===== src/rtl/expansor_vizinhos_pkg.sv =====
// Shared definitions for the neighbour-expansion block.
//  - estado_t      : expansion FSM states
//  - DIST_INFINITA : all-ones distance ("unreachable"), sliced to width by users
//  - field helpers : bit offsets of {valido, vizinho, custo, menor_vizinho}
//                    inside a graph RAM word
package expansor_vizinhos_pkg;

  typedef enum logic [2:0] {
    IDLE   = 3'd0,
    LER    = 3'd1,
    ESPERA = 3'd2,
    EMITIR = 3'd3,
    FIM    = 3'd4
  } estado_t;

  localparam logic [31:0] DIST_INFINITA = '1;

  // Graph RAM word layout, MSB to LSB: valido | vizinho | custo | menor_vizinho
  function automatic int unsigned menor_lsb();
    return 0;
  endfunction

  function automatic int unsigned custo_lsb(input int unsigned custo_w);
    return custo_w;
  endfunction

  function automatic int unsigned vizinho_lsb(input int unsigned custo_w);
    return 2 * custo_w;
  endfunction

  function automatic int unsigned valido_bit(input int unsigned addr_w,
                                             input int unsigned custo_w);
    return addr_w + 2 * custo_w;
  endfunction

endpackage


===== src/rtl/expansor_vizinhos_somador.sv =====
// somador_distancia: combinational accumulated-distance adder.
//  i_distancia : settled distance of the expanded node
//  i_custo     : edge cost (zero-extended)
//  o_soma      : i_distancia + i_custo
// Build option EXPANSOR_SATURACAO_EN: on carry out the result saturates to
// DIST_INFINITA; otherwise the low DISTANCIA_WIDTH bits are kept (wrap).
module somador_distancia
  import expansor_vizinhos_pkg::*;
#(
  parameter int unsigned DISTANCIA_WIDTH = 5,
  parameter int unsigned CUSTO_WIDTH     = 4
) (
  input  logic [DISTANCIA_WIDTH-1:0] i_distancia,
  input  logic [CUSTO_WIDTH-1:0]     i_custo,
  output logic [DISTANCIA_WIDTH-1:0] o_soma
);

`ifdef EXPANSOR_SATURACAO_EN
  localparam bit SATURA = 1'b1;
`else
  localparam bit SATURA = 1'b0;
`endif

  logic [DISTANCIA_WIDTH:0] w_soma_ext;

  always_comb begin
    w_soma_ext = {1'b0, i_distancia} + (DISTANCIA_WIDTH+1)'(i_custo);
    if (SATURA && w_soma_ext[DISTANCIA_WIDTH])
      o_soma = DIST_INFINITA[DISTANCIA_WIDTH-1:0];
    else
      o_soma = w_soma_ext[DISTANCIA_WIDTH-1:0];
  end

endmodule


===== src/rtl/expansor_vizinhos.sv =====
// expansor_vizinhos: walks the adjacency list of a just-closed node and emits
// one update beat per valid neighbour towards the active-node allocator.
//  clk, rst_n           : clock, asynchronous active-low reset
//  start_in             : start expansion (sampled only in IDLE)
//  no_in, distancia_in  : node to expand and its settled distance
//  mem_addr_out/rd_out  : graph RAM read port, address {no, slot}
//  mem_data_in          : {valido, vizinho, custo, menor_vizinho}, 1 cycle latency
//  atualizar_out/aceito_in : update beat valid/accept handshake
//  endereco_out, anterior_out, distancia_out, menor_vizinho_out : beat payload
//  ocupado_out          : FSM busy
//  pronto_out           : 1-cycle pulse when the list is finished
// Build option EXPANSOR_SATURACAO_EN selects saturating distance sums.
module expansor_vizinhos
  import expansor_vizinhos_pkg::*;
#(
  parameter int unsigned ADDR_WIDTH      = 5,
  parameter int unsigned DISTANCIA_WIDTH = 5,
  parameter int unsigned CUSTO_WIDTH     = 4,
  parameter int unsigned VIZ_WIDTH       = 2
) (
  input  logic                               clk,
  input  logic                               rst_n,
  input  logic                               start_in,
  input  logic [ADDR_WIDTH-1:0]              no_in,
  input  logic [DISTANCIA_WIDTH-1:0]         distancia_in,
  output logic [ADDR_WIDTH+VIZ_WIDTH-1:0]    mem_addr_out,
  output logic                               mem_rd_out,
  input  logic [ADDR_WIDTH+2*CUSTO_WIDTH:0]  mem_data_in,
  input  logic                               aceito_in,
  output logic                               atualizar_out,
  output logic [ADDR_WIDTH-1:0]              endereco_out,
  output logic [ADDR_WIDTH-1:0]              anterior_out,
  output logic [DISTANCIA_WIDTH-1:0]         distancia_out,
  output logic [CUSTO_WIDTH-1:0]             menor_vizinho_out,
  output logic                               ocupado_out,
  output logic                               pronto_out
);

  localparam int unsigned VALIDO_BIT  = valido_bit(ADDR_WIDTH, CUSTO_WIDTH);
  localparam int unsigned VIZINHO_LSB = vizinho_lsb(CUSTO_WIDTH);
  localparam int unsigned CUSTO_LSB   = custo_lsb(CUSTO_WIDTH);
  localparam int unsigned MENOR_LSB   = menor_lsb();

  estado_t                      r_estado;
  logic [ADDR_WIDTH-1:0]        r_no;
  logic [DISTANCIA_WIDTH-1:0]   r_dist;
  logic [VIZ_WIDTH-1:0]         r_slot;

  logic                         w_valido;
  logic [ADDR_WIDTH-1:0]        w_vizinho;
  logic [CUSTO_WIDTH-1:0]       w_custo;
  logic [CUSTO_WIDTH-1:0]       w_menor;
  logic [DISTANCIA_WIDTH-1:0]   w_soma;
  logic                         w_ultimo;
  logic [VIZ_WIDTH-1:0]         w_slot_prox;

  assign w_valido    = mem_data_in[VALIDO_BIT];
  assign w_vizinho   = mem_data_in[VIZINHO_LSB +: ADDR_WIDTH];
  assign w_custo     = mem_data_in[CUSTO_LSB +: CUSTO_WIDTH];
  assign w_menor     = mem_data_in[MENOR_LSB +: CUSTO_WIDTH];
  // Termination compares against the last slot so the counter never wraps.
  assign w_ultimo    = (r_slot == '1);
  assign w_slot_prox = r_slot + VIZ_WIDTH'(1);

  somador_distancia #(
    .DISTANCIA_WIDTH (DISTANCIA_WIDTH),
    .CUSTO_WIDTH     (CUSTO_WIDTH)
  ) u_somador (
    .i_distancia (r_dist),
    .i_custo     (w_custo),
    .o_soma      (w_soma)
  );

  // The RAM read strobe and address are registered on entry to LER so the
  // read is issued during the LER cycle and data is sampled at the end of ESPERA.
  always_ff @(posedge clk or negedge rst_n) begin
    if (!rst_n) begin
      r_estado          <= IDLE;
      r_no              <= '0;
      r_dist            <= '0;
      r_slot            <= '0;
      mem_addr_out      <= '0;
      mem_rd_out        <= 1'b0;
      atualizar_out     <= 1'b0;
      endereco_out      <= '1;
      anterior_out      <= '1;
      distancia_out     <= '0;
      menor_vizinho_out <= '0;
      ocupado_out       <= 1'b0;
      pronto_out        <= 1'b0;
    end else begin
      case (r_estado)
        IDLE: begin
          if (start_in) begin
            r_no         <= no_in;
            r_dist       <= distancia_in;
            r_slot       <= '0;
            mem_addr_out <= {no_in, {VIZ_WIDTH{1'b0}}};
            mem_rd_out   <= 1'b1;
            ocupado_out  <= 1'b1;
            r_estado     <= LER;
          end
        end
        LER: begin
          mem_rd_out <= 1'b0;
          r_estado   <= ESPERA;
        end
        ESPERA: begin
          if (w_valido) begin
            endereco_out      <= w_vizinho;
            anterior_out      <= r_no;
            distancia_out     <= w_soma;
            menor_vizinho_out <= w_menor;
            atualizar_out     <= 1'b1;
            r_estado          <= EMITIR;
          end else begin
            pronto_out <= 1'b1;
            r_estado   <= FIM;
          end
        end
        EMITIR: begin
          // atualizar_out is always high here, so aceito_in alone completes the beat.
          if (aceito_in) begin
            atualizar_out <= 1'b0;
            if (w_ultimo) begin
              pronto_out <= 1'b1;
              r_estado   <= FIM;
            end else begin
              r_slot       <= w_slot_prox;
              mem_addr_out <= {r_no, w_slot_prox};
              mem_rd_out   <= 1'b1;
              r_estado     <= LER;
            end
          end
        end
        FIM: begin
          pronto_out  <= 1'b0;
          ocupado_out <= 1'b0;
          r_estado    <= IDLE;
        end
        default: begin
          r_estado <= IDLE;
        end
      endcase
    end
  end

endmodule


===== config.mk =====
export PLATFORM = sky130hd
export DESIGN_NAME = expansor_vizinhos
export DESIGN_NICKNAME = d
export VERILOG_FILES = /design/src/rtl/expansor_vizinhos_pkg.sv /design/src/rtl/expansor_vizinhos_somador.sv /design/src/rtl/expansor_vizinhos.sv
export SDC_FILE = /design/constraint.sdc
export NUM_CORES = 1
export LEC_CHECK = 0
export CORE_MARGIN = 4
export CORE_UTILIZATION = 42
export CTS_CLUSTER_DIAMETER = 150
export CTS_CLUSTER_SIZE = 28
export DETAILED_ROUTE_END_ITERATION = 7
export GPL_ROUTABILITY_DRIVEN = 0
export PLACE_DENSITY = 0.84
export SLEW_MARGIN = 0
export SYNTH_ARGS = -nofsm -noshare
export SYNTH_HDL_FRONTEND = slang
export SYNTH_SLANG_ARGS = --single-unit
export TNS_END_PERCENT = 20

===== constraint.sdc =====
create_clock -name clk -period 1.45 [get_ports clk]
set_input_delay 0.29 -clock clk [delete_from_list [all_inputs] [get_ports clk]]
set_output_delay 0.29 -clock clk [all_outputs]
set_load 0.005 [all_outputs]

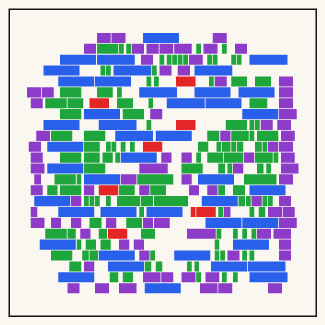
*Cells coloured by class, run 1*
(4 px per um)
blue -> flip-flops  # cells 43
green -> all other logic  # cells 126
red -> clock drivers and dummy loads  # cells 8
purple -> other buffers and delay cells  # cells 84

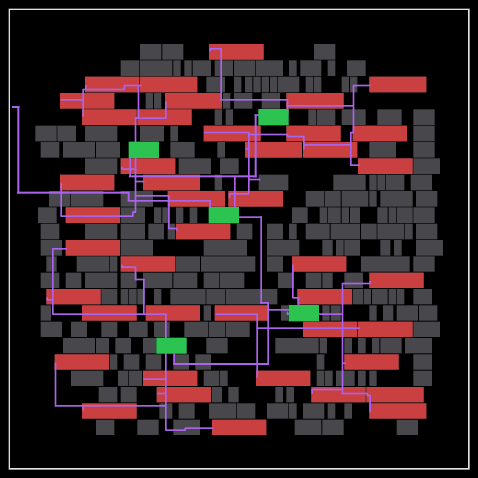
*Clock distribution, run 1*
(6 px per um)
red -> flip-flops  # count 43
purple -> clock wires  # length 531 um
green -> cells driving clock nets  # count 5
routed clock nets = 6
flops lie = widely spread

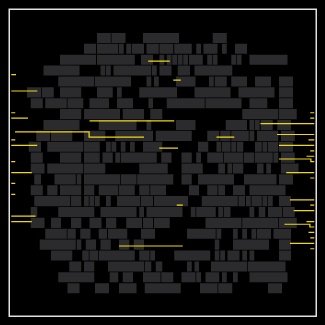
*The metal 3 layer, run 1*
(4 px per um) Cells faint in the background.
longest straight run = 20.9 um
wire length on this layer = 203 um
share of all routed wire = 4.4%
nets with wire on the layer = 35
main direction = horizontal

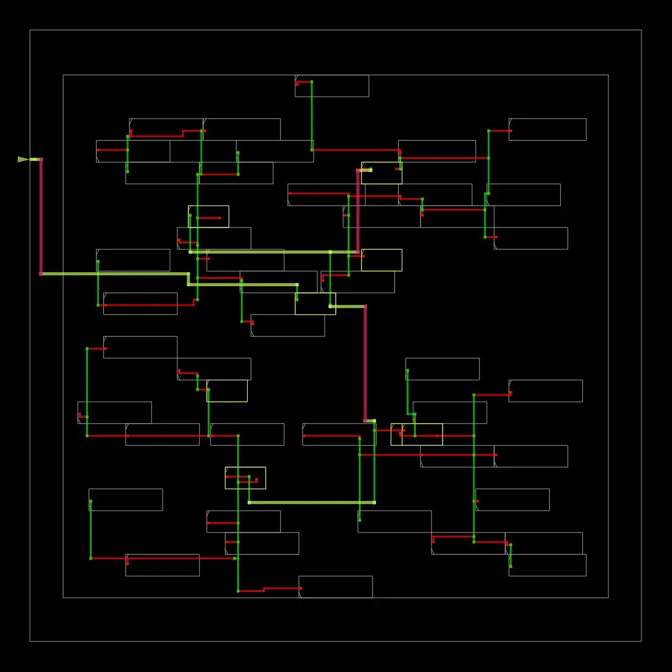
*The clock network, run 1*
Insertion Delay late pin: 0.29 ns
clk pwr: 823 uW
Num CTS Buffers: 5
flop count: 43

==> impl_metrics.toml, run 1 <==
# physical design summary
[finish]
regMostFlops = "mem_addr_out"
combGateArea_um2 = 912
final_core_util_pct = 66.7
largest_reg_flops = 7
area_delta_synth_final_pct = 51.0
layout.nets = 294
comb_share_pct = 30.8
final_area_um2 = 2960
n_antenna_cell = 0
lay_top_count = "nand2_1"
final-nonclk-buf-share_pct = 26.5
fillers = 371
largest_cell_class = "sequential cells"
clkCellAreaFrac_pct = 3.38
clock_buffers = 8
drive_above_1_share_pct = 29.9
num-multi-input-gates = 123
regArea_um2 = 1090
fin_cells = 313
lay_top_cells = "nand2_1, dfrtp_1, clkdlybuf4s50_1"
buffers = 84

[yosys]
top_area_share_pct = 42.1
synth_flops = 43
ys_types = 37
edf_count = 0
xor_share_pct = 0.446
syn_inst = 177
ys_seq_share_pct = 55.5
aoi_share_pct = 6.70
ys_cells = 177
ys_sh_mux_pct = 12.6
synth.avg_cell_area_um2 = 11.1
netlist_logic_family_top = "simple AND/OR/NAND/NOR gates"
synth-simple-area-share_pct = 17.8
netlist_area_um2 = 1960
largest_area_cell = "dfrtp_1"
synthTopCellsByCount = "nand2_1, dfrtp_1, mux2_2, dfstp_2, nor2_1"
ys_async_sr_fraction_pct = 100
yosys_warnings = 0
fp_nets = 211
ys_area_um2 = 1960
top_cell = "nand2_1"
ff_type = "dfrtp_1"
topCellsByArea = "dfrtp_1, dfstp_2, mux2_2"
synth_adder_area_share_pct = 4.21

[grt]
grt_start_max_net_pins = 31
groute.usage.overall_pct = 16.7
grt_pass1_vias = 1638
antenna_found_initial = 0
overflow = 0
gr-usage-met3_pct = 4.85
grt_pass1_wl_mm = 7.90
met1_usage_pct = 21.0
grt_use_met2_pct = 28.3
grt.busiest_layer = "met2"

[final_timing]
final_max_slew_viol_count = 0
finalSetupTns_ns = -1.11
worst_slack_ns = -0.156
setup_viol = 17
hold_viol = 0
slew-limit-headroom_pct = 76.0
fin_crit_sh_pct = 111
hold_ws_ns = 0.438
grt_setup_unrepaired = "true"
max_freq_ghz = 0.623
fin_skew_ns = 0.00440
period_minus_slack_ns = 1.61

[hold_path]
worstHoldPathCells = 4
hold_path_class = "in2reg"
holdPathEnd = "ocupado_out"
holdCritStartpoint = "start_in"

[floorplan]
fp_util_pct = 44.1
die_width_um = 76.3
taps = 52
die.size.y_um = 76.3
rows = 24
core_region_area_um2 = 4440
num_io_pins = 58

[placed_design]
dpl_worst_slack_ns = -0.529
dp_hpwl_mm = 3.29
numPortBuffers = 57
placed_area_um2 = 2760
placedCellCount = 301

[pwr]
ir_drop_mv = 0.927
seq_cell_power_uw = 2160
pwr-share-clk_pct = 14.4
p_total_uw = 5710
sequentialPowerShare_pct = 37.9
internal_power_uw = 3870
power-top-group = "combinational cells"
p_switching_uw = 1840
swShare_pct = 32.2
comb-power_uw = 2720
pwr-share-comb_pct = 47.7
p_leak_uw = 0.00150

[routing]
vias = 1567
first_pass_iters = 4
drc = 0
drt-wirelength-per-cell_um = 14.7
wl_met3_um = 203
wl_met1_mm = 2.11
drt_iter0_drc = 34
drt-vias-per-instance = 5.01
met2_length_mm = 2.24
ant_nets = 0

[cts]
ctsHoldBuffers = 1
clockBufferDepth = 2
cts_root_buf = "clkbuf_8"
ctsResizeCount = 38
h-tree-depth = 2
post-cts-setup-buffers = 1
cts_sinks = 43

[critical_path]
cpMaxStageDelayCell = "clkdlybuf4s50_1"
cp-start-kind = "input pin"
crit_end = "distancia_out[4]"
r2r_end = "distancia_out[4]"
r2r_slack_ns = -0.14
crit_type = "in2reg"
cp-end-kind = "flop"
arrival_ns = 1.81
cp.depth = 6
path_cells = "clkdlybuf4s50_1, inv_1, fa_2, nand2b_4, a2111o_1, o211ai_1"
crit_fanout = 2
crit_start = "mem_data_in[5]"
critPathBufInv = 2
cp_slowest_stage_delay_ns = 0.48
reg2regPathDepth = 6

[run]
drv_cap = 0
warning_count = 29

[run_status]
violations = "negative setup slack"
status = "finished with violations"
==> inputs of run 2 (changes only) <==
--- a/config.mk
+++ b/config.mk
@@ -5,7 +5,6 @@
 export SDC_FILE = /design/constraint.sdc
 export NUM_CORES = 1
 export LEC_CHECK = 0
-export CORE_MARGIN = 4
 export CORE_UTILIZATION = 42
 export CTS_CLUSTER_DIAMETER = 150
 export CTS_CLUSTER_SIZE = 28
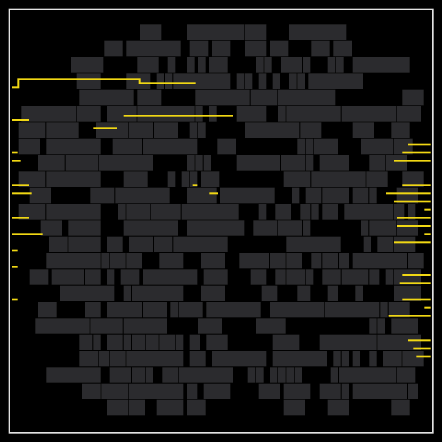
*The metal 3 layer, run 2*
(6 px per um) Cells faint in the background.
share of all routed wire = 3.5%
wire length on this layer = 153 um
main direction = horizontal
nets with wire on the layer = 32

==> run 2 against run 1 <==
The run still ends with negative setup slack left. Non-clock buffer count is 1 lower. Synthesized cell count stayed put. Via count is 3.4% lower. Core utilization is 0.88 points higher. Largest cell class unchanged. Highest routed layer unchanged.
==> impl_metrics.toml, run 2 <==
# physical design summary
[hold_path]
holdPathEnd = "endereco_out[3]"
hold_path_class = "reg2reg"
holdCritStartpoint = "endereco_out[3]"

[finish]
fin_cells = 312
largest_cell_class = "sequential cells"
layout.nets = 293
lay_top_cells = "nand2_1, dfrtp_1, clkdlybuf4s50_1"
area_delta_synth_final_pct = 52.0
fillers = 340
drive_above_1_share_pct = 29.6
clock_buffers = 8
buffers = 83
lay_top_count = "nand2_1"
num-multi-input-gates = 123
comb_share_pct = 29.9
final_core_util_pct = 67.5
regMostFlops = "mem_addr_out"

[yosys]
ys_sh_mux_pct = 12.6
top_area_share_pct = 42.1
xor_share_pct = 0.446
topCellsByArea = "dfrtp_1, dfstp_2, mux2_2"
netlist_logic_family_top = "simple AND/OR/NAND/NOR gates"
top_cell = "nand2_1"
ys_types = 37
ys_area_um2 = 1960
fp_nets = 211
largest_area_cell = "dfrtp_1"
synth_adder_area_share_pct = 4.21
synth_flops = 43
synth.avg_cell_area_um2 = 11.1
synthTopCellsByCount = "nand2_1, dfrtp_1, mux2_2, dfstp_2, nor2_1"
yosys_warnings = 0
ff_type = "dfrtp_1"
aoi_share_pct = 6.70

[routing]
vias = 1514
wl_met3_um = 152
first_pass_iters = 4
ant_nets = 0
met2_length_mm = 2.12
wl_met1_mm = 2.03
drt-vias-per-instance = 4.85
drt_iter0_drc = 119
drc = 0
drt-wirelength-per-cell_um = 13.9

[cts]
post-cts-setup-buffers = 2
h-tree-depth = 2
numCtsBuffers = 5
cts_sinks = 43
clk_latency_ns = 0.28
ctsResizeCount = 30

[floorplan]
num_io_pins = 58
die.size.y_um = 70.3
fp_util_pct = 44.4
core_region_area_um2 = 4410
taps = 52

[run_status]
violations = "negative setup slack"
status = "finished with violations"

[critical_path]
cp-end-kind = "flop"
crit_fanout = 2
cp.depth = 6
reg2regPathDepth = 6
r2r_slack_ns = -0.13
cp_slowest_stage_delay_ns = 0.48
crit_end = "distancia_out[4]"
critPathBufInv = 2
cp-start-kind = "input pin"
cpMaxStageDelayCell = "clkdlybuf4s50_1"
crit_start = "mem_data_in[5]"

[grt]
met1_usage_pct = 25.2
grt.busiest_layer = "met2"
groute.usage.overall_pct = 18.8
grt_use_met2_pct = 31.4
grt_start_max_net_pins = 44
grt_pass1_wl_mm = 7.32
grt_pass1_vias = 1569
overflow = 0
antenna_found_initial = 0

[final_timing]
fin_crit_sh_pct = 110
max_freq_ghz = 0.625
worst_slack_ns = -0.151
grt_setup_unrepaired = "true"
period_minus_slack_ns = 1.60
finalSetupTns_ns = -0.890
slew-limit-headroom_pct = 76.5
setup_viol = 17
fin_skew_ns = 0.00530
hold_viol = 0
final_max_slew_viol_count = 0

[pwr]
p_switching_uw = 1820
comb-power_uw = 2720
swShare_pct = 32.0
p_leak_uw = 0.00152
seq_cell_power_uw = 2160
pwr-share-clk_pct = 14.4
sequentialPowerShare_pct = 37.9
clk-power_uw = 821
p_total_uw = 5700
pwr-share-comb_pct = 47.7
power-top-group = "combinational cells"

[placed_design]
dpl_worst_slack_ns = -0.558
placed_area_um2 = 2770
placedCellCount = 301
dp_hpwl_mm = 2.98

[run]
warning_count = 29
No activity file was given, so power comes from the tool's default toggle rates.
